Figure 1. Zoomed window (run 1).
Region (6, 68) to (56, 118) um. Cells in grey, sequential cells in the stronger grey; small squares are vias.
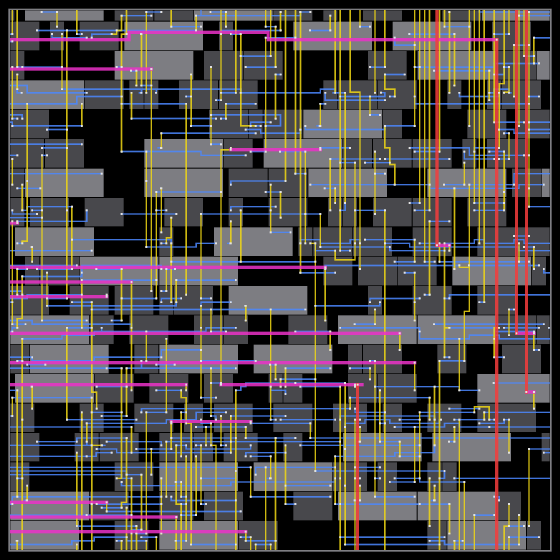
Figure 2. Logic cells by family (run 1).
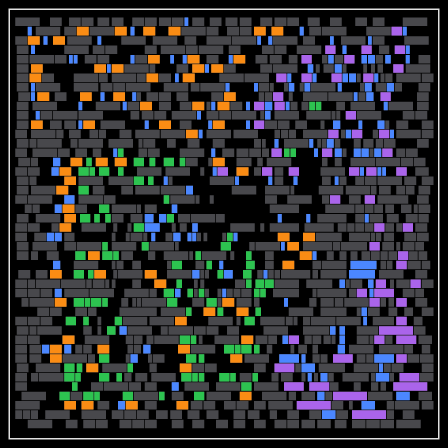
Figure 3. Clock routing (run 1).
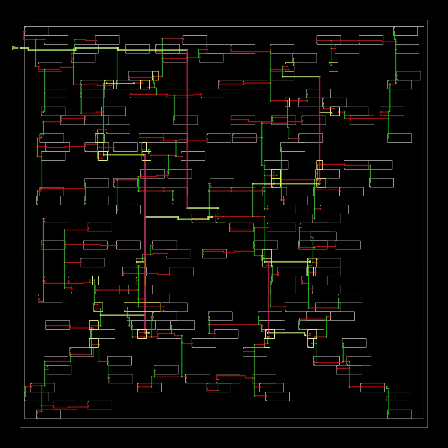
**config.mk**
```make
export PLATFORM = sky130hd
export DESIGN_NAME = fetch_sequencer
export DESIGN_NICKNAME = d
export VERILOG_FILES = /design/src/rtl/mips_pkg.sv /design/src/rtl/fetch_sequencer.sv
export SDC_FILE = /design/constraint.sdc
export NUM_CORES = 1
export LEC_CHECK = 0
export CAP_MARGIN = 5
export CORE_UTILIZATION = 46
export CTS_BUF_LIST = sky130_fd_sc_hd__clkbuf_4
export DETAILED_ROUTE_END_ITERATION = 10
export GPL_TIMING_DRIVEN = 0
export PLACE_DENSITY_LB_ADDON = 0.05
export RECOVER_POWER = 50
export SYNTH_ARGS = -nofsm -noshare
export SYNTH_HDL_FRONTEND = slang
export SYNTH_SLANG_ARGS = --single-unit
export TNS_END_PERCENT = 1
```
**constraint.sdc**
```tcl
create_clock -name clk -period 2.89 [get_ports clk]
set_clock_uncertainty 0.15 [all_clocks]
set_input_delay 0.578 -clock clk [delete_from_list [all_inputs] [get_ports clk]]
set_output_delay 0.578 -clock clk [all_outputs]
set_load 0.05 [all_outputs]
```
**src/rtl/mips_pkg.sv**
```systemverilog
// mips_pkg: shared definitions for the instruction fetch path.
//   fetch_state_t  fetch sequencer state encoding
//   NOP_WORD       value held in the IF/ID buffer when it has not been loaded
//   INSTR_BYTES    instruction width in bytes (pc increment)
//   fetch_addr_bad helper that flags misaligned or out-of-range fetch addresses
package mips_pkg;

    typedef enum logic [1:0] {
        ST_IDLE  = 2'd0,
        ST_FETCH = 2'd1,
        ST_FAULT = 2'd2
    } fetch_state_t;

    localparam logic [31:0] NOP_WORD    = 32'h0000_0000;
    localparam int          INSTR_BYTES = 4;

    // An address is unusable when it is not word aligned or when the word
    // starting there would run past the end of memory. Comparing against the
    // last legal word address also catches addresses produced by pc wrap.
    function automatic logic fetch_addr_bad(input logic [31:0] addr,
                                            input logic [31:0] last_addr);
        return (addr[1:0] != 2'b00) || (addr > last_addr);
    endfunction

endpackage

```
**src/rtl/fetch_sequencer.sv**
```systemverilog
// fetch_sequencer: program-counter controller for a byte-addressed,
// combinationally read instruction memory. Each fetched word is captured in a
// one-entry IF/ID buffer handed to decode with a valid/ready handshake.
// Redirects flush the buffer; bad fetch addresses trap into a sticky fault.
//
// Ports:
//   clk              clock, all state on rising edge
//   reset            synchronous active-high reset
//   start            leave IDLE and begin fetching (IDLE only)
//   imem_addr        fetch address to memory (= pc)
//   imem_instr       word returned by memory for imem_addr
//   if_valid         IF/ID buffer holds an instruction
//   if_ready         decode accepts the buffer this cycle
//   if_instr         buffered instruction
//   if_pc            address of buffered instruction
//   if_pc_plus4      if_pc + 4
//   redirect_valid   branch/jump: pc must change to redirect_target
//   redirect_target  new pc
//   fetch_count      completed handshakes (wraps)
//   fault            sticky fetch fault
//   fault_addr       address that caused the fault
//
// State table:
//   ST_IDLE  | waiting for start, buffer empty, redirects ignored
//   ST_FETCH | fetching one word per cycle into the IF/ID buffer
//   ST_FAULT | bad fetch address seen; frozen until reset
module fetch_sequencer
    import mips_pkg::*;
#(
    parameter logic [31:0] RESET_PC  = 32'h0000_0000,
    parameter int          MEM_BYTES = 128
) (
    input  logic        clk,
    input  logic        reset,
    input  logic        start,
    output logic [31:0] imem_addr,
    input  logic [31:0] imem_instr,
    output logic        if_valid,
    input  logic        if_ready,
    output logic [31:0] if_instr,
    output logic [31:0] if_pc,
    output logic [31:0] if_pc_plus4,
    input  logic        redirect_valid,
    input  logic [31:0] redirect_target,
    output logic [31:0] fetch_count,
    output logic        fault,
    output logic [31:0] fault_addr
);

    localparam logic [31:0] LAST_ADDR = 32'(MEM_BYTES - INSTR_BYTES);
    localparam logic [31:0] PC_STEP   = 32'(INSTR_BYTES);

    fetch_state_t state;
    logic [31:0]  pc;
    logic         handshake;

    assign handshake   = if_valid && if_ready;
    assign imem_addr   = pc;
    assign if_pc_plus4 = if_pc + PC_STEP;

    always_ff @(posedge clk) begin
        if (reset) begin
            state       <= ST_IDLE;
            pc          <= RESET_PC;
            if_valid    <= 1'b0;
            if_instr    <= NOP_WORD;
            if_pc       <= 32'h0;
            fetch_count <= 32'h0;
            fault       <= 1'b0;
            fault_addr  <= 32'h0;
        end else begin
            case (state)
                ST_IDLE: begin
                    if_valid <= 1'b0;
                    if (start) begin
                        state <= ST_FETCH;
                    end
                end

                ST_FETCH: begin
                    // The handshake completes even when a redirect flushes
                    // the buffer in the same cycle.
                    if (handshake) begin
                        fetch_count <= fetch_count + 32'd1;
                    end

                    if (redirect_valid) begin
                        // Nothing is loaded this edge: one bubble per redirect.
                        if_valid <= 1'b0;
                        if (fetch_addr_bad(redirect_target, LAST_ADDR)) begin
                            state      <= ST_FAULT;
                            fault      <= 1'b1;
                            fault_addr <= redirect_target;
                        end else begin
                            pc <= redirect_target;
                        end
                    end else if (!if_valid || handshake) begin
                        if (fetch_addr_bad(pc, LAST_ADDR)) begin
                            state      <= ST_FAULT;
                            fault      <= 1'b1;
                            fault_addr <= pc;
                            if_valid   <= 1'b0;
                        end else begin
                            if_instr <= imem_instr;
                            if_pc    <= pc;
                            if_valid <= 1'b1;
                            pc       <= pc + PC_STEP;
                        end
                    end
                    // Otherwise decode is stalling: hold pc and the buffer.
                end

                ST_FAULT: begin
                    if_valid <= 1'b0;
                end

                default: begin
                    state    <= ST_IDLE;
                    if_valid <= 1'b0;
                end
            endcase
        end
    end

endmodule

```
==> impl_metrics.py, run 1 <==
# Flow results
metrics = {
    "final_layout": {
        "postLayoutCellArea_um2": 10500,
        "nets": 1109,
        "lay_top_cells": "dfxtp_1, clkdlybuf4s50_1, dlygate4sd3_1",
        "utilization_pct": 71.9,
        "fillCellCount": 1129,
        "syn2layout_area_growth_pct": 52.0,
        "drive_above_1_share_pct": 12.4,
    },
    "yosys": {
        "synthAoiAreaFrac_pct": 9.09,
        "edf_count": 0,
        "ys_cells": 736,
        "ys_types": 40,
        "synth_flop_count": 164,
        "adder_share_pct": 0.544,
        "synth_chip_area_um2": 6900,
        "syn_nets": 808,
        "flop_cell": "dfxtp_1",
        "top_area_cell": "dfxtp_1",
        "most_common_cell": "dfxtp_1",
        "ys_sh_mux_pct": 10.3,
        "synth_area_um2": 6900,
        "ys_sh_simple_pct": 21.6,
        "area_leaders": "dfxtp_1, mux2i_1, xnor2_1",
        "synthArstFlopShare_pct": 0,
        "top_cell_area_share_pct": 47.6,
        "yosys-top-cells-count": "dfxtp_1, nor2_1, mux2i_1",
        "ys_sh_xor_pct": 7.24,
        "topCombFamilyByArea": "simple AND/OR/NAND/NOR gates",
        "synth_seq_share_pct": 47.6,
        "synthCells": 736,
        "synth_warnings": 0,
        "avgSynthCellArea_um2": 9.37,
    },
    "worst_setup_path": {
        "startpoint_type": "flip-flop",
        "cp_max_fo": 4,
        "critPathTopFamily": "simple AND/OR/NAND/NOR gates",
        "crit_slowest_cell": "dfxtp_4",
        "slowest_delay_ps": 380,
        "crit_type": "flip-flop to output port",
        "crit_chain": "nand4_1, buf_6, nor4_4, buf_4, buf_6, and3_4, xor2_1, buf_4",
        "crit_required_ps": 2160,
        "end_kind": "output port",
        "cp.arrival_ps": 2390,
        "crit_buf_inv": 4,
    },
    "detailed_routing": {
        "vias": 6574,
        "drtAntennaViolNets": 0,
        "wl_um": 20100,
        "first_iter_violations": 338,
        "firstDrtPassIters": 5,
        "wl_per_cell_um": 16.3,
        "avgViaCountPerCell": 5.32,
        "drc": 0,
    },
    "sta": {
        "maxSlewHeadroom_pct": 34.6,
        "layout_setup_ws_ps": -231,
        "max_freq_mhz": 320,
        "worst_slew_pin_slew_ps": 973,
        "min_period_over_period_pct": 108,
        "hold_viol_final": 0,
        "setup_tns_ps": -4660,
        "slew_violations": 0,
        "setup_viol": 62,
        "rsz0062_at_grt": "yes",
        "min_period_ps": 3120,
        "fin_hold_ws_ps": 331,
    },
    "placed_design": {
        "routabilityCongestion": 0.821,
        "port-buffer-count": 262,
        "placed_cells": 1182,
        "post-dp-hpwl_um": 14600,
        "place_area_um2": 9920,
        "dp_slack_ps": -749,
    },
    "clocking": {
        "clk_path_buf_depth": 2,
        "cts.reportedPaths.clkPinSlew_ps": 130,
        "cts-htree-levels": 4,
        "cts_root_buffer": "clkbuf_4",
        "cts_tree": "built",
    },
    "floorplan": {
        "die_w_um": 124,
        "dieHeight_um": 124,
        "dieArea_um2": 15500,
        "fp_util_pct": 47.3,
        "ios": 263,
        "rows": 44,
        "core_um2": 14600,
    },
    "grt": {
        "grt_use_total_pct": 25.8,
        "grt_max_degree": 17,
        "antenna_found_initial": 2,
        "grt_pass1_vias": 6130,
        "grt_overflow_total": 0,
        "grt_pass1_wl_um": 32200,
    },
    "worst_hold_path": {
        "min_path_type": "flip-flop to flip-flop",
    },
    "job": {
        "tool_warnings": 29,
        "maxCapViolCount": 0,
    },
    "run_status": {
        "failed_checks": "negative setup slack",
        "status": "finished with violations",
    },
    "pwr": {
        "pwr_density_cell_nw_per_um2": 416,
        "ir_drop_mv": 0.298,
        "static-leakage-power_nw": 4.11,
        "total_power_mw": 4.36,
    },
}
Back to the opening pictures, Figure 1:
Key: red = metal 4; yellow = metal 2; blue = metal 1; magenta = metal 3
Netlist names of flops here include if_instr (21), imem_addr (7), fault_addr (6). 163 logic cells have their middle in the window. Sequential cells in the window: 37. Most frequent: dfxtp_1 (37), mux2i_1 (26), nor2_1 (23).

Back to the opening pictures, Figure 2:
Key: blue = nor cells [cells 149, most used nor2_1, where spread over the die]; purple = xor and xnor cells [cells 57, most used xnor2_1]; green = aoi and oai cells [cells 93, most used a21oi_1]; orange = mux cells [cells 71, most used mux2i_1]
Cell Count, Final, Fillers Out: 1235
most frequent logic cell in the layout: dfxtp_1
Comb area share: 34.9%

Back to the opening pictures, Figure 3:
Worst-Skew Late Latency: 550 ps
cts bufs inserted: 17
Clock Sink Count: 164

-- run 1: logic make-up after synthesis --
kind of cell             Yosys count
AND-OR/OR-AND                     94
flip-flops                       164
buffers and inverters             62
adder cells (fa/ha/maj)            3
multiplexers                      71
AND/OR/NAND/NOR                  285
XOR/XNOR                          57
-- run 1: worst paths after layout --
path	startpoint	to	slack [ps]	cells past startpoint
setup / recovery	if_pc[5]$_SDFFE_PP0P_	if_pc_plus4[15]	-230	8
hold / removal	fault$_SDFFE_PP0P_	fault$_SDFFE_PP0P_	330	2
setup reg to reg	imem_addr[28]$_SDFFE_PP0P_	if_pc[10]$_SDFFE_PP0P_	10	6
hold reg to reg	fault$_SDFFE_PP0P_	fault$_SDFFE_PP0P_	330	2
-- run 1: what timing repair did --
item / 4_1_cts / 5_1_grt
hold endpoints to repair: 0 / 0
setup buffers: 11 / 9
setup endpoints to repair: 28 / 25
pin swaps: 14 / 8
hold buffers: 0 / 0
gates resized: 180 / 21
-- run 1: report_power, final --
part / switching, mW / total (mW) / internal [mW]
sequential: 0.0471 / 2.37 / 2.32
clock: 0.766 / 1.20 / 0.439
combinational: 0.501 / 0.788 / 0.287
total: 1.31 / 4.36 / 3.05
-- run 1: area by class of cell --
cell class,instances,area (um2),area share [%]
multi-input cells,510,3660,34.9
well taps,184,230,2.19
inverters,12,45.0,0.429
repair buffers,282,2780,26.5
clock inverters,12,90.1,0.859
clock buffers,20,150,1.43
flip-flops and latches,164,3320,31.7
diodes,1,2.50,0.0239
plain buffers,50,208,1.98
-- run 1: metal layers --
layer	up-vias	track usage (%)	part of all wire (%)
li1	3215	-	-
met3	34	6.87	6.4
met1	3086	32.5	44
met4	2	10.1	2.3
met2	237	41.9	48
met5	-	0	0.050
## Run 2: what changed since run 1
- CORE_UTILIZATION: 46 -> 44
- CTS_BUF_LIST: sky130_fd_sc_hd__clkbuf_4 -> default
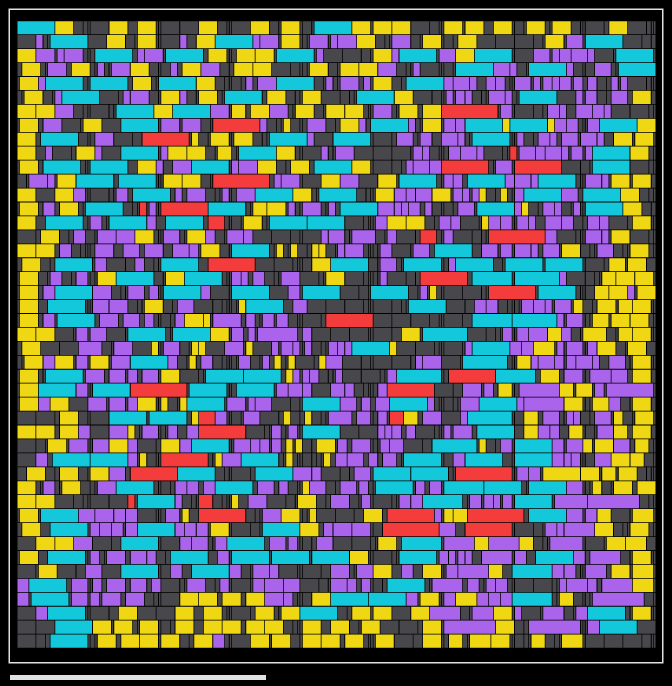
Figure 4: run 2, cell classes on the final placement.
Bar = 50 um. Fill, decap, tap and diode cells in grey.
Key: purple = combinational and other logic [cells 522, share of their area 35%]; yellow = remaining buffers and delay cells [cells 325, share of their area 27%]; cyan = sequential cells [cells 164, share of their area 31%]; red = clock drivers and dummy loads [cells 32, share of their area 6.5%]

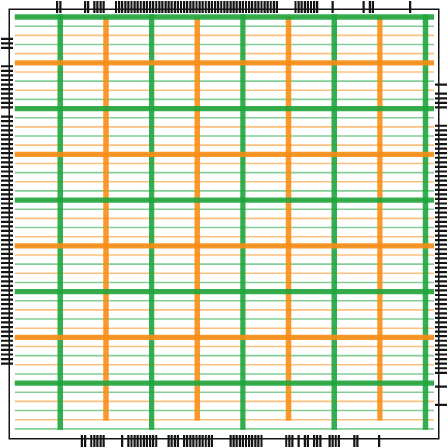
Figure 5: run 2, power grid.
Pins as bars on the die edge.
Key: green = VSS; orange = VDD
263 signal pins sit on the boundary. 9 straps on met5.

==> run 2 against run 1 <==
  * The flow still finishes with violations (negative setup slack)
  * Die size increased by 4.5%
  * Area after synthesis unchanged
  * Setup slack improved by 160 ps
  * Non-clock buffer count decreased by 7
  * Maximum frequency increased by 5.6%
  * Sequential cell count unchanged
  * First-iteration DRC count decreased by 9.8%
  * Utilization decreased by 0.56 points
  * Cell count increased by 1.6%
  * Worst hold slack improved by 6.3 ps
  * Clock-buffer cell count unchanged
  * Sequential power about the same
  * Critical path type unchanged
  * Largest cell class unchanged
==> impl_metrics.py, run 2 <==
# Flow results
metrics = {
    "pwr": {
        "pwr_density_cell_nw_per_um2": 531,
        "power.group.top": "the clock network",
        "intPower_mw": 4.33,
        "pwr-share-seq_pct": 41.0,
        "pwr-share-comb_pct": 13.8,
        "total_power_mw": 5.78,
        "pg_clk_mw": 2.61,
        "powerSeq_mw": 2.37,
        "switching_share_pct": 25.1,
        "ir_drop_mv": 0.407,
        "static-leakage-power_nw": 4.23,
        "p_sw_mw": 1.45,
        "p_clk_share_pct": 45.2,
        "combinationalPower_mw": 0.797,
    },
    "yosys": {
        "area_leaders": "dfxtp_1, mux2i_1, xnor2_1",
        "synth_area_um2": 6900,
        "flop_cell": "dfxtp_1",
        "synth_seq_share_pct": 47.6,
        "synthArstFlopShare_pct": 0,
        "synth_warnings": 0,
        "ys_sh_xor_pct": 7.24,
        "adder_share_pct": 0.544,
        "avgSynthCellArea_um2": 9.37,
        "ys_sh_mux_pct": 10.3,
        "synth_flop_count": 164,
        "top_area_cell": "dfxtp_1",
        "synthCells": 736,
        "syn_nets": 808,
        "synthAoiAreaFrac_pct": 9.09,
        "topCombFamilyByArea": "simple AND/OR/NAND/NOR gates",
        "ys_sh_simple_pct": 21.6,
        "top_cell_area_share_pct": 47.6,
        "yosys-top-cells-count": "dfxtp_1, nor2_1, mux2i_1",
        "synth_chip_area_um2": 6900,
        "ys_types": 40,
        "most_common_cell": "dfxtp_1",
        "edf_count": 0,
        "ys_cells": 736,
    },
    "clocking": {
        "cts.reportedPaths.clkPinSlew_ps": 60,
        "clk_path_buf_depth": 2,
        "cts_sinks": 164,
        "insertion_delay_ps": 420,
        "cts-htree-levels": 4,
        "cts_buffers": 17,
        "cts_tree": "built",
        "cts_root_buffer": "clkbuf_16",
    },
    "grt": {
        "grt_pass1_wl_um": 31500,
        "grt_pass1_vias": 6093,
        "grt_overflow_total": 0,
        "grt_max_degree": 17,
        "grt_use_total_pct": 24.5,
        "antenna_found_initial": 1,
    },
    "placed_design": {
        "place_area_um2": 9950,
        "post-dp-hpwl_um": 14600,
        "port-buffer-count": 262,
        "routabilityCongestion": 0.805,
        "placed_cells": 1209,
        "dp_slack_ps": -773,
    },
    "floorplan": {
        "core_um2": 15300,
        "rows": 45,
        "dieHeight_um": 127,
        "ios": 263,
        "dieArea_um2": 16200,
        "die_w_um": 127,
        "fp_util_pct": 45.2,
    },
    "run_status": {
        "failed_checks": "negative setup slack",
        "status": "finished with violations",
    },
    "final_layout": {
        "utilization_pct": 71.3,
        "drive_above_1_share_pct": 11.4,
        "syn2layout_area_growth_pct": 57.8,
        "postLayoutCellArea_um2": 10900,
        "nets": 1102,
        "flop_area_um2": 3320,
        "lay_top_cells": "clkdlybuf4s50_1, dfxtp_1, nor2_1, dlygate4sd3_1, mux2i_1",
        "comb_area_um2": 3650,
        "final_cells": 1255,
        "fillCellCount": 1189,
        "lay_top_count": "clkdlybuf4s50_1",
    },
    "sta": {
        "slew_violations": 0,
        "min_period_ps": 2960,
        "min_period_over_period_pct": 102,
        "fin_hold_ws_ps": 337,
        "hold_viol_final": 0,
        "max_freq_mhz": 338,
        "setup_viol": 7,
        "layout_setup_ws_ps": -66.4,
        "rsz0062_at_grt": "yes",
        "setup_tns_ps": -252,
        "maxSlewHeadroom_pct": 51.2,
        "worst_slew_pin_slew_ps": 731,
    },
    "worst_setup_path": {
        "cp.arrival_ps": 2230,
        "cp_max_fo": 5,
        "end_kind": "output port",
        "r2r_slack_ps": 230,
        "crit_type": "flip-flop to output port",
        "crit_required_ps": 2160,
        "startpoint_type": "flip-flop",
    },
    "detailed_routing": {
        "vias": 6509,
        "first_iter_violations": 305,
        "wl_per_cell_um": 16.1,
        "firstDrtPassIters": 5,
        "drc": 0,
        "wl_um": 20200,
        "drtAntennaViolNets": 0,
        "avgViaCountPerCell": 5.19,
    },
    "job": {
        "maxCapViolCount": 0,
        "tool_warnings": 29,
    },
    "worst_hold_path": {
        "min_path_type": "flip-flop to flip-flop",
    },
}
## run 2: path summary, 6_finish.rpt
kind                                                 start                     to  depth (start not counted)
worst max-delay path                 if_pc[8]$_SDFFE_PP0P_        if_pc_plus4[25]                          8
worst min register to register       state[1]$_SDFFE_PP0P_  state[0]$_SDFFE_PP0P_                          1
worst max register to register  imem_addr[27]$_SDFFE_PP0P_  if_pc[2]$_SDFFE_PP0P_                          6
worst min-delay path                 state[1]$_SDFFE_PP0P_  state[0]$_SDFFE_PP0P_                          1
## run 2: critical path, stage by stage, from the launching register on
cell,delay [ps]
dfxtp_4,360
nand4_1,110
buf_6,150
nor4_4,390
nand3_4,150
buf_12,180
nor2_2,120
xnor2_1,130
buf_4,220
## run 2: area by class of cell
cell class                      instances  area share [%]
Tap cell                              211            2.43
Inverter                               12           0.414
Clock inverter                         12            2.31
Clock buffer                           20            4.01
Sequential cell                       164            30.5
Timing Repair Buffer                  276            24.9
Buffer                                 49            1.91
Antenna cell                            1          0.0230
Multi-Input combinational cell        510            33.5
## run 2: cell families (layout without fill, tap and decap cells)
kind of cell               count (synthesis)  count (layout)
xor gates and xnor gates                  57              57
AOI/OAI and AO/OA                         94              94
and+or+nand+nor                          285             285
other                                      0               1
adders and majority gates                  3               3
muxes                                     71              71
buffers and inverters                     62             369
DFF                                      164             164
## run 2: repair_timing
action                                 CTS  global route
setup endpoints to repair               25           128
endpoints found under the hold margin    0             0
resized                                119            56
setup buffers                            4            10
pin swaps                                5            13
hold buffers                             0             0
## run 2: layer usage
metal	wire, um	track usage [%]	vias to the layer above	share of wire (%)
met5	0	0	-	0
li1	-	-	3205	-
met3	1260	6.07	26	6.3
met1	8840	31.1	3061	44
met2	9670	40.0	217	48
met4	388	9.94	0	1.9
Figure 6. Zoomed window (run 2).
Region (7, 70) to (57, 120) um. Cells in grey, sequential cells in the stronger grey; small squares are vias.
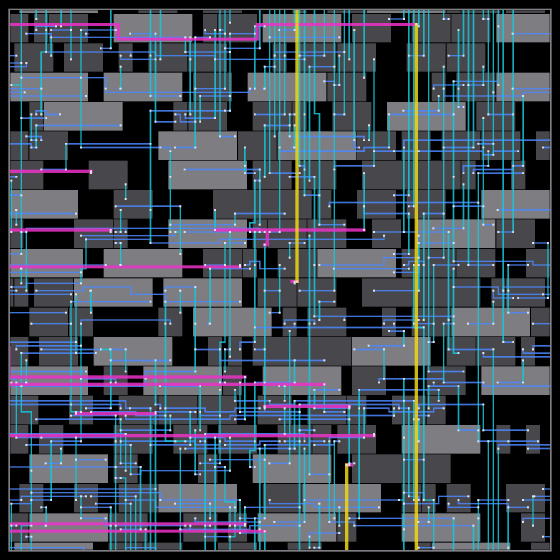

## Run 3: what changed since run 2
- CELL_PAD_IN_SITES_DETAIL_PLACEMENT: default -> 0
- CELL_PAD_IN_SITES_GLOBAL_PLACEMENT: default -> 1
- CORE_UTILIZATION: 44 -> 32
- GPL_ROUTABILITY_DRIVEN: default -> 0
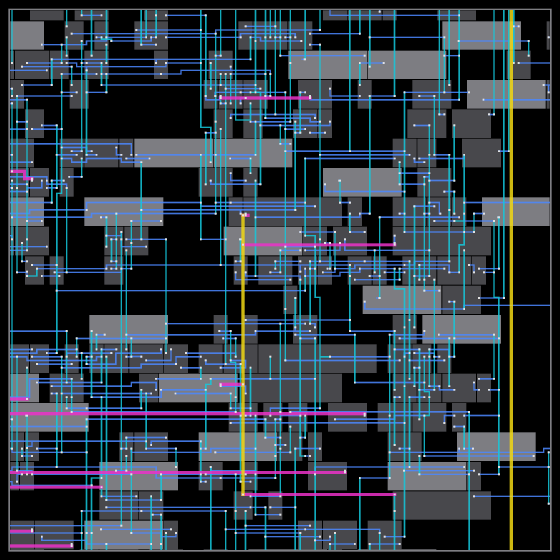
Figure 7: run 3, zoomed window.
Region (12, 87) to (62, 137) um. Cells in grey, sequential cells in the stronger grey; small squares are vias.
Key: blue = metal 1; magenta = metal 3; yellow = metal 4; cyan = metal 2
Sequential cells in the window: 20. Most frequent: dfxtp_1 (20), xnor2_1 (15), nor2_1 (15). 139 logic cells have their middle in the window. Netlist names of flops here include fetch_count (18), if_pc (2).

==> run 3 against run 2 <==
  * The flow still finishes with violations (negative setup slack)
  * Register-to-register slack got worse by 40 ps
  * Sequential cell count unchanged
  * Setup slack improved by 19 ps
  * Critical path depth unchanged
  * Global-route usage decreased by 4.5 points
  * Sequential power about the same
  * Utilization decreased by 20 points
==> impl_metrics.py, run 3 <==
# Flow results
metrics = {
    "run_status": {
        "status": "finished with violations",
        "failed_checks": "negative setup slack",
    },
    "yosys": {
        "synth_flop_count": 164,
        "synth_warnings": 0,
        "ys_cells": 736,
        "synth_area_um2": 6900,
        "top_area_cell": "dfxtp_1",
        "synthCells": 736,
        "syn_nets": 808,
        "synth_seq_share_pct": 47.6,
        "flop_cell": "dfxtp_1",
        "ys_types": 40,
        "most_common_cell": "dfxtp_1",
        "avgSynthCellArea_um2": 9.37,
        "area_leaders": "dfxtp_1, mux2i_1, xnor2_1",
        "synth_chip_area_um2": 6900,
        "top_cell_area_share_pct": 47.6,
        "edf_count": 0,
        "yosys-top-cells-count": "dfxtp_1, nor2_1, mux2i_1",
        "synthArstFlopShare_pct": 0,
    },
    "worst_setup_path": {
        "r2r_slack_ps": 190,
        "cp.arrival_ps": 2210,
        "crit_end": "if_pc_plus4[26]",
        "startpoint": "if_pc[2]$_SDFFE_PP0P_",
        "reg2reg_from": "imem_addr[17]$_SDFFE_PP0P_",
        "cp_max_fo": 6,
        "critPathTopFamily": "simple AND/OR/NAND/NOR gates",
        "cp_num_cells": 8,
        "crit_type": "flip-flop to output port",
        "end_kind": "output port",
        "crit_required_ps": 2160,
        "crit_chain": "ha_4, nand2_2, nor4_4, buf_4, nand3_4, nor3_4, xor2_2, buf_6",
        "r2r_end": "if_pc[6]$_SDFFE_PP0P_",
        "rr_worst_depth": 6,
        "crit_buf_inv": 2,
        "slowest_delay_ps": 390,
        "crit_slowest_cell": "dfxtp_4",
        "startpoint_type": "flip-flop",
    },
    "grt": {
        "use_met3_pct": 5.35,
        "grt_overflow_total": 0,
        "grt_use_met2_pct": 31.1,
        "grt_pass1_vias": 6201,
        "antenna_found_initial": 0,
        "grt_pass1_wl_um": 34800,
        "grt_use_total_pct": 20.0,
        "grt_max_degree": 17,
        "grt_use_met1_pct": 26.9,
        "grt.busiest_layer": "met2",
    },
    "pwr": {
        "pwr_density_cell_nw_per_um2": 513,
        "ir_drop_mv": 0.374,
        "static-leakage-power_nw": 4.38,
    },
    "floorplan": {
        "dieHeight_um": 149,
        "dieArea_um2": 22200,
        "fp_util_pct": 32.7,
        "core_um2": 21100,
        "ios": 263,
        "rows": 53,
        "die_w_um": 149,
    },
    "worst_hold_path": {
        "min_path_type": "flip-flop to flip-flop",
        "whs_endpoint": "fault$_SDFFE_PP0P_",
        "worstHoldStart": "fault$_SDFFE_PP0P_",
        "min_path_cells": 2,
    },
    "sta": {
        "hold_viol_final": 0,
        "maxSlewHeadroom_pct": 48.8,
        "max_freq_mhz": 340,
        "setup_viol": 5,
        "slew_violations": 0,
        "min_period_ps": 2940,
        "rsz0062_at_grt": "yes",
        "worst_slew_pin_slew_ps": 768,
        "min_period_over_period_pct": 102,
        "layout_setup_ws_ps": -47.0,
    },
    "placed_design": {
        "placed_cells": 1273,
        "post-dp-hpwl_um": 16100,
        "port-buffer-count": 262,
    },
    "clocking": {
        "cts_sinks": 164,
        "clk_path_buf_depth": 2,
        "cts.reportedPaths.clkPinSlew_ps": 60,
        "hold_buffers": 0,
        "cts_root_buffer": "clkbuf_16",
        "cts_resized": 120,
        "cts_buffers": 17,
        "cts_setup_buffers": 5,
        "cts_tree": "built",
        "cts-htree-levels": 4,
    },
    "detailed_routing": {
        "wl_met3_um": 1540,
        "avgViaCountPerCell": 4.88,
        "routed.top_layer": "met4",
        "vias": 6402,
        "wl_per_cell_um": 16.7,
        "firstDrtPassIters": 4,
        "dr_wl_met2_um": 10000,
        "drc": 0,
        "wl_um": 21900,
        "wl_met1_um": 10100,
        "drtAntennaViolNets": 0,
        "first_iter_violations": 294,
    },
    "final_layout": {
        "diodes": 0,
        "utilization_pct": 51.0,
        "syn2layout_area_growth_pct": 55.8,
        "lay_top_count": "dlygate4sd3_1",
        "drive_above_1_share_pct": 10.9,
        "final_cells": 1311,
        "lay_top_cells": "dlygate4sd3_1, dfxtp_1, nor2_1",
        "nets": 1095,
        "fillCellCount": 2032,
    },
    "job": {
        "maxCapViolCount": 0,
        "tool_warnings": 29,
    },
}
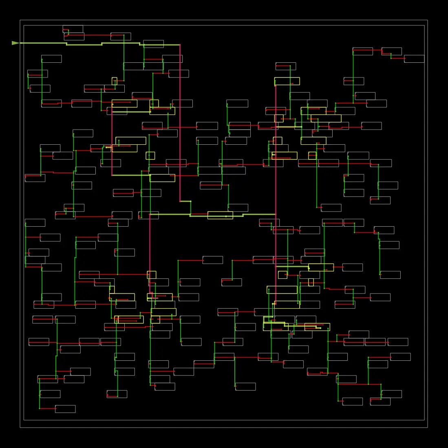
Figure 8: run 3, clock routing.
layout clock buffer count: 18
Seq cells: 164
Clk. pwr: 2.34 mW
Worst-Skew Late Latency: 420 ps

-- run 3: cell counts after synthesis --
Identical to the previous run, type by type.
-- run 3: where the power goes --
group	internal [mW]	switching [mW]
sequential	2.33	0.0479
combinational	0.288	0.507
clock	1.37	0.969
-- run 3: kinds of logic after synthesis --
kind of cell | after synthesis | synth area share (%)
muxes | 71 | 10.3
AOI/OAI and AO/OA | 94 | 9.09
adders and majority gates | 3 | 0.544
buffers and inverters | 62 | 3.66
DFF | 164 | 47.6
and+or+nand+nor | 285 | 21.6
xor gates and xnor gates | 57 | 7.24
-- run 3: per-stage QoR --
| stage | power, mW | setup slack [ps] | cell area [um2] | TNS, ps | hold WS [ps] |
|---|---|---|---|---|---|
| finish | 5.51 | -47.0 | 10700 | -139 | 312 |
| CTS | 5.61 | -179 | 10700 | -1690 | 323 |
| global route | 5.74 | -162 | 10700 | -4850 | 343 |
| detailed placement | 3.25 | -786 | 10000 | -56770 | 303 |
| floorplan | 2.91 | -85.3 | 7060 | -793 | 297 |
| global placement | 3.25 | -844 | 10000 | -53290 | 304 |
-- run 3: worst reg2reg max path: cells and delay by family (launching register included) --
kind                   cells  cell delay (ps)
buffers and inverters      1              380
AND/OR/NAND/NOR            4             1480
multiplexers               1              200
flip-flops                 1              360
-- run 3: area by class of cell --
| class | count | area, um2 | area share (%) |
|---|---|---|---|
| timing repair buffer | 268 | 2610 | 24.3 |
| sequential | 164 | 3310 | 30.8 |
| clock buffer | 18 | 429 | 3.99 |
| inverter | 12 | 45.0 | 0.419 |
| multi-input combinational | 510 | 3630 | 33.7 |
| tap | 275 | 344 | 3.20 |
| buffer | 50 | 214 | 1.99 |
| clock inverter | 14 | 174 | 1.62 |
Power is estimated from default activity; no workload was simulated.
